[src/rtl/wb_commit_tracer_if.sv]
// Commit-side and trace-stream handshake signals of the WB commit tracer.
// slave is the tracer's view; master is the pipeline/consumer view.
interface wb_commit_tracer_if #(
  parameter int CYC_W = 16
) ();
  logic             reg_write_WB;
  logic [4:0]       write_register_addr_WB;
  logic [31:0]      write_back_data_WB;
  logic             out_valid;
  logic             out_ready;
  logic [4:0]       out_addr;
  logic [31:0]      out_data;
  logic [CYC_W-1:0] out_cycle;

  modport slave (
    input  reg_write_WB, write_register_addr_WB, write_back_data_WB, out_ready,
    output out_valid, out_addr, out_data, out_cycle
  );

  modport master (
    output reg_write_WB, write_register_addr_WB, write_back_data_WB, out_ready,
    input  out_valid, out_addr, out_data, out_cycle
  );
endinterface

[src/rtl/wb_commit_tracer.sv]
// Captures nonzero-register WB commits into a cycle-stamped FIFO for an
// external consumer; full-FIFO commits are dropped and counted.
module wb_commit_tracer #(
  parameter int DEPTH = 16,
  parameter int CYC_W = 16
) (
  input  logic                     clk,
  input  logic                     reset,
  wb_commit_tracer_if.slave        bus,
  input  logic                     trace_en,
  input  logic                     clr_overflow,
  output logic [$clog2(DEPTH):0]   count,
  output logic                     overflow,
  output logic [7:0]               drop_count
);

  localparam int AW    = $clog2(DEPTH);
  localparam int CNT_W = AW + 1;
  localparam int EW    = CYC_W + 37;

  logic [EW-1:0]    mem_q [DEPTH];
  logic [AW-1:0]    wr_ptr_q, wr_ptr_d;
  logic [AW-1:0]    rd_ptr_q, rd_ptr_d;
  logic [CNT_W-1:0] count_q, count_d;
  logic             out_valid_q, out_valid_d;
  logic             overflow_q, overflow_d;
  logic [7:0]       drop_count_q, drop_count_d;
  logic [CYC_W-1:0] cyc_q, cyc_d;

  logic             capture_s, full_s, pop_s, push_s, drop_s;
  logic [EW-1:0]    entry_s, head_s;

  // Capture qualification and push/pop/drop decisions for this cycle
  always_comb begin
    capture_s = bus.reg_write_WB && (bus.write_register_addr_WB != 5'd0) && trace_en;
    full_s    = (count_q == CNT_W'(DEPTH));
    pop_s     = out_valid_q && bus.out_ready;
    push_s    = capture_s && (!full_s || pop_s);
    drop_s    = capture_s && full_s && !pop_s;
    entry_s   = {cyc_q, bus.write_register_addr_WB, bus.write_back_data_WB};
  end

  // Next-state for pointers, occupancy, overflow bookkeeping and cycle stamp
  always_comb begin
    wr_ptr_d     = wr_ptr_q;
    rd_ptr_d     = rd_ptr_q;
    count_d      = count_q;
    overflow_d   = overflow_q;
    drop_count_d = drop_count_q;
    cyc_d        = cyc_q + CYC_W'(1);

    if (push_s) begin
      wr_ptr_d = wr_ptr_q + AW'(1);
    end else begin
      wr_ptr_d = wr_ptr_q;
    end

    if (pop_s) begin
      rd_ptr_d = rd_ptr_q + AW'(1);
    end else begin
      rd_ptr_d = rd_ptr_q;
    end

    case ({push_s, pop_s})
      2'b10:   count_d = count_q + CNT_W'(1);
      2'b01:   count_d = count_q - CNT_W'(1);
      default: count_d = count_q;
    endcase

    out_valid_d = (count_d != CNT_W'(0));

    // A drop in the same cycle as a clear restarts the tally at one
    if (drop_s) begin
      overflow_d = 1'b1;
      if (clr_overflow) begin
        drop_count_d = 8'd1;
      end else if (drop_count_q != 8'd255) begin
        drop_count_d = drop_count_q + 8'd1;
      end else begin
        drop_count_d = drop_count_q;
      end
    end else if (clr_overflow) begin
      overflow_d   = 1'b0;
      drop_count_d = 8'd0;
    end else begin
      overflow_d   = overflow_q;
      drop_count_d = drop_count_q;
    end
  end

  // Control state register with synchronous active-low reset
  always_ff @(posedge clk) begin
    if (!reset) begin
      wr_ptr_q     <= '0;
      rd_ptr_q     <= '0;
      count_q      <= '0;
      out_valid_q  <= 1'b0;
      overflow_q   <= 1'b0;
      drop_count_q <= 8'd0;
      cyc_q        <= '0;
    end else begin
      wr_ptr_q     <= wr_ptr_d;
      rd_ptr_q     <= rd_ptr_d;
      count_q      <= count_d;
      out_valid_q  <= out_valid_d;
      overflow_q   <= overflow_d;
      drop_count_q <= drop_count_d;
      cyc_q        <= cyc_d;
    end
  end

  // Entry storage; contents are meaningless until written, so no reset
  always_ff @(posedge clk) begin
    if (reset && push_s) begin
      mem_q[wr_ptr_q] <= entry_s;
    end
  end

  assign head_s        = mem_q[rd_ptr_q];
  assign bus.out_valid = out_valid_q;
  assign bus.out_cycle = head_s[EW-1 -: CYC_W];
  assign bus.out_addr  = head_s[36:32];
  assign bus.out_data  = head_s[31:0];
  assign count         = count_q;
  assign overflow      = overflow_q;
  assign drop_count    = drop_count_q;

endmodule

[src/flat_wrapper.sv]
// flat-port wrapper written by rule: the top's interface ports become plain ports
module wb_commit_tracer_flat 
#(
  parameter int DEPTH = 16,
  parameter int CYC_W = 16
)
  (clk, reset, trace_en, clr_overflow, count, overflow, drop_count, bus_reg_write_WB, bus_write_register_addr_WB, bus_write_back_data_WB, bus_out_ready, bus_out_valid, bus_out_addr, bus_out_data, bus_out_cycle);
  wb_commit_tracer_if #(.CYC_W(CYC_W)) bus_i ();
  input  logic clk;
  input  logic reset;
  input  logic trace_en;
  input  logic clr_overflow;
  output logic [$clog2(DEPTH):0] count;
  output logic overflow;
  output logic [7:0] drop_count;
  input wire logic [$bits(bus_i.reg_write_WB)-1:0] bus_reg_write_WB;
  input wire logic [$bits(bus_i.write_register_addr_WB)-1:0] bus_write_register_addr_WB;
  input wire logic [$bits(bus_i.write_back_data_WB)-1:0] bus_write_back_data_WB;
  input wire logic [$bits(bus_i.out_ready)-1:0] bus_out_ready;
  output wire logic [$bits(bus_i.out_valid)-1:0] bus_out_valid;
  output wire logic [$bits(bus_i.out_addr)-1:0] bus_out_addr;
  output wire logic [$bits(bus_i.out_data)-1:0] bus_out_data;
  output wire logic [$bits(bus_i.out_cycle)-1:0] bus_out_cycle;
  assign bus_i.reg_write_WB = bus_reg_write_WB;
  assign bus_i.write_register_addr_WB = bus_write_register_addr_WB;
  assign bus_i.write_back_data_WB = bus_write_back_data_WB;
  assign bus_i.out_ready = bus_out_ready;
  assign bus_out_valid = bus_i.out_valid;
  assign bus_out_addr = bus_i.out_addr;
  assign bus_out_data = bus_i.out_data;
  assign bus_out_cycle = bus_i.out_cycle;
  wb_commit_tracer #(.DEPTH(DEPTH), .CYC_W(CYC_W)) u_core (.clk(clk), .reset(reset), .bus(bus_i), .trace_en(trace_en), .clr_overflow(clr_overflow), .count(count), .overflow(overflow), .drop_count(drop_count));
endmodule
[config.mk]
export PLATFORM = sky130hd
export DESIGN_NAME = wb_commit_tracer_flat
export DESIGN_NICKNAME = d
export VERILOG_FILES = /design/src/rtl/wb_commit_tracer_if.sv /design/src/rtl/wb_commit_tracer.sv /design/src/flat_wrapper.sv
export SDC_FILE = /design/constraint.sdc
export NUM_CORES = 1
export LEC_CHECK = 0
export CORE_AREA = 2 2 251 253
export CTS_CLUSTER_SIZE = 24
export DETAILED_ROUTE_END_ITERATION = 12
export DIE_AREA = 0 0 253 255
export PLACE_DENSITY = 0.76
export SLEW_MARGIN = 40
export SYNTH_ARGS = -nofsm -noshare
export SYNTH_HDL_FRONTEND = slang
export SYNTH_SLANG_ARGS = --single-unit
[constraint.sdc]
create_clock -name clk -period 7.4 [get_ports clk]
set_input_delay 1.85 -clock clk [delete_from_list [all_inputs] [get_ports clk]]
set_output_delay 1.85 -clock clk [all_outputs]
set_load 0.005 [all_outputs]
Figure 1. Routed metal per tile.
Bar = 100 µm. The die is cut into 25 by 26 equal tiles; white is low, dark blue is high, scaled to the fullest tile. Values are wire area over tile area, all layers added.
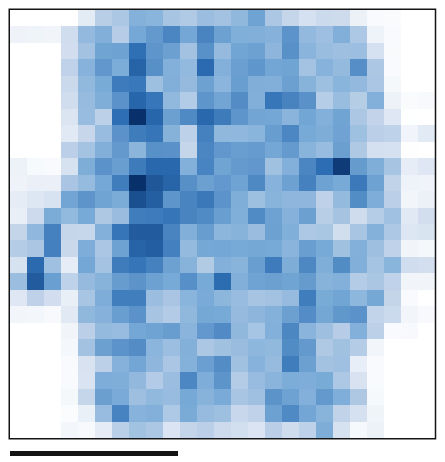
The mean over all tiles is 0.18. 13% of the tiles are nearly empty. The fullest tile reaches 0.49.

==> results.tsv <==
stage	metric	value	unit
cells_and_area	area fraction of clock buffers and clock inverters	7.23	%
power_and_ir_drop	clock network power share	39.6	%
clocking	number of buffers inserted to repair setup after CTS	0	
setup_path	critical register-to-register path startpoint	u_core.count[0]	
final_timing	Setup Total Neg Slack	0	ns
setup_path	sort of element at the end of the critical path	output pin	
clocking	buffer cell driving the clock tree root	clkbuf_16	
grt	Global Route met1 Usage	32.1	%
routing	average detailed-routed wire length per instance	29.6	µm
final_timing	peak clock frequency supported by timing	0.183	GHz
final_timing	post-layout min period	5.47	ns
cells_and_area	summed area of non-filler cells in the final layout	39100	µm²
routing	vias per cell	6.38	
run_status	result of the run	finished clean	
clocking	TritonCTS buffer count	84	
clocking	CTS Hold Buffers Added	0	
cells_and_area	utilization after layout	62.9	%
grt	all-layer global routing usage	23.2	%
die	Vert. Die Dim	255	µm
cells_and_area	combinational gate area	7270	µm²
die	floorplan utilization	54.4	%
Figure 2. The clock network.
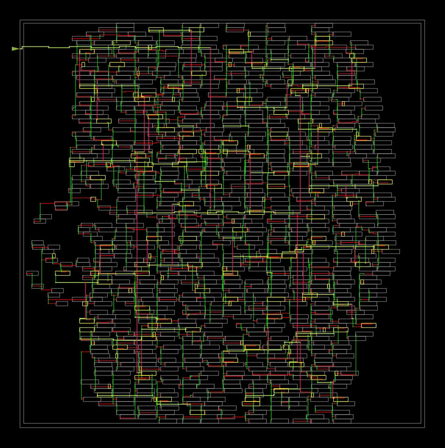
Worst Clk Skew: 0.0236 ns
power in the clock group: 4410 µW

-- stage by stage --
stage	power (µW)	setup slack [ns]	hold slack, ns
global route	11400	1.71	0.542
floorplan	6440	2.10	0.468
CTS	11200	1.59	0.499
detailed placement	6830	2.06	0.489
global placement	6810	2.02	0.486
finish	11100	1.93	0.501
-- final timing paths --
path,endpoint
max reg2reg,u_core.mem_q[4][5]
min,flop
max,bus_out_cycle[7]
min reg2reg,flop
-- cell families after synthesis --
kind of cell / count (synthesis) / share of synthesized area (%)
buffers and inverters: 77 / 0.933
adder cells (fa/ha/maj): 11 / 0.430
flip-flops: 891 / 77.9
AND/OR/NAND/NOR: 118 / 1.71
AND-OR/OR-AND: 27 / 0.548
XOR/XNOR: 24 / 0.622
multiplexers: 270 / 17.9
-- worst register-to-register path: cells and delay by family (launching register included) --
family	cells	cell delay (ns)
simple gates	5	1.64
buf+inv	1	0.50
flops	1	0.49
-- per-layer routing --
metal  share of wire [%]  up-vias  routed length, µm
met2                  51      744              37400
met3                 6.8      112               4960
met5               0.018        -                 13
met1                  40     8410              28700
li1                    -     6377                  -
met4                 2.1        2               1530
-- synthesized netlist by cell type, drive strengths merged (8+ instances only) --
library cell,number,share of area [%]
and2,8,0.15
ha,10,0.37
mux4,265,18
inv,8,0.089
nand3,15,0.22
buf,27,0.38
clkbuf,41,0.46
nand2,16,0.18
dfxtp,43,2.5
xor2,16,0.41
xnor2,8,0.21
nor2,53,0.59
a21oi,11,0.16
edfxtp,848,75
-- registers in the layout (all words and copies together) (netlist names), named ones only --
signal	count
u_core.mem_q	848
u_core.cyc_q	16
u_core.drop_count	8
u_core.count	5
u_core.rd_ptr_q	4
u_core.wr_ptr_q	4
u_core.bus.out_valid	1
u_core.overflow	1
Power is estimated from default activity; no workload was simulated.
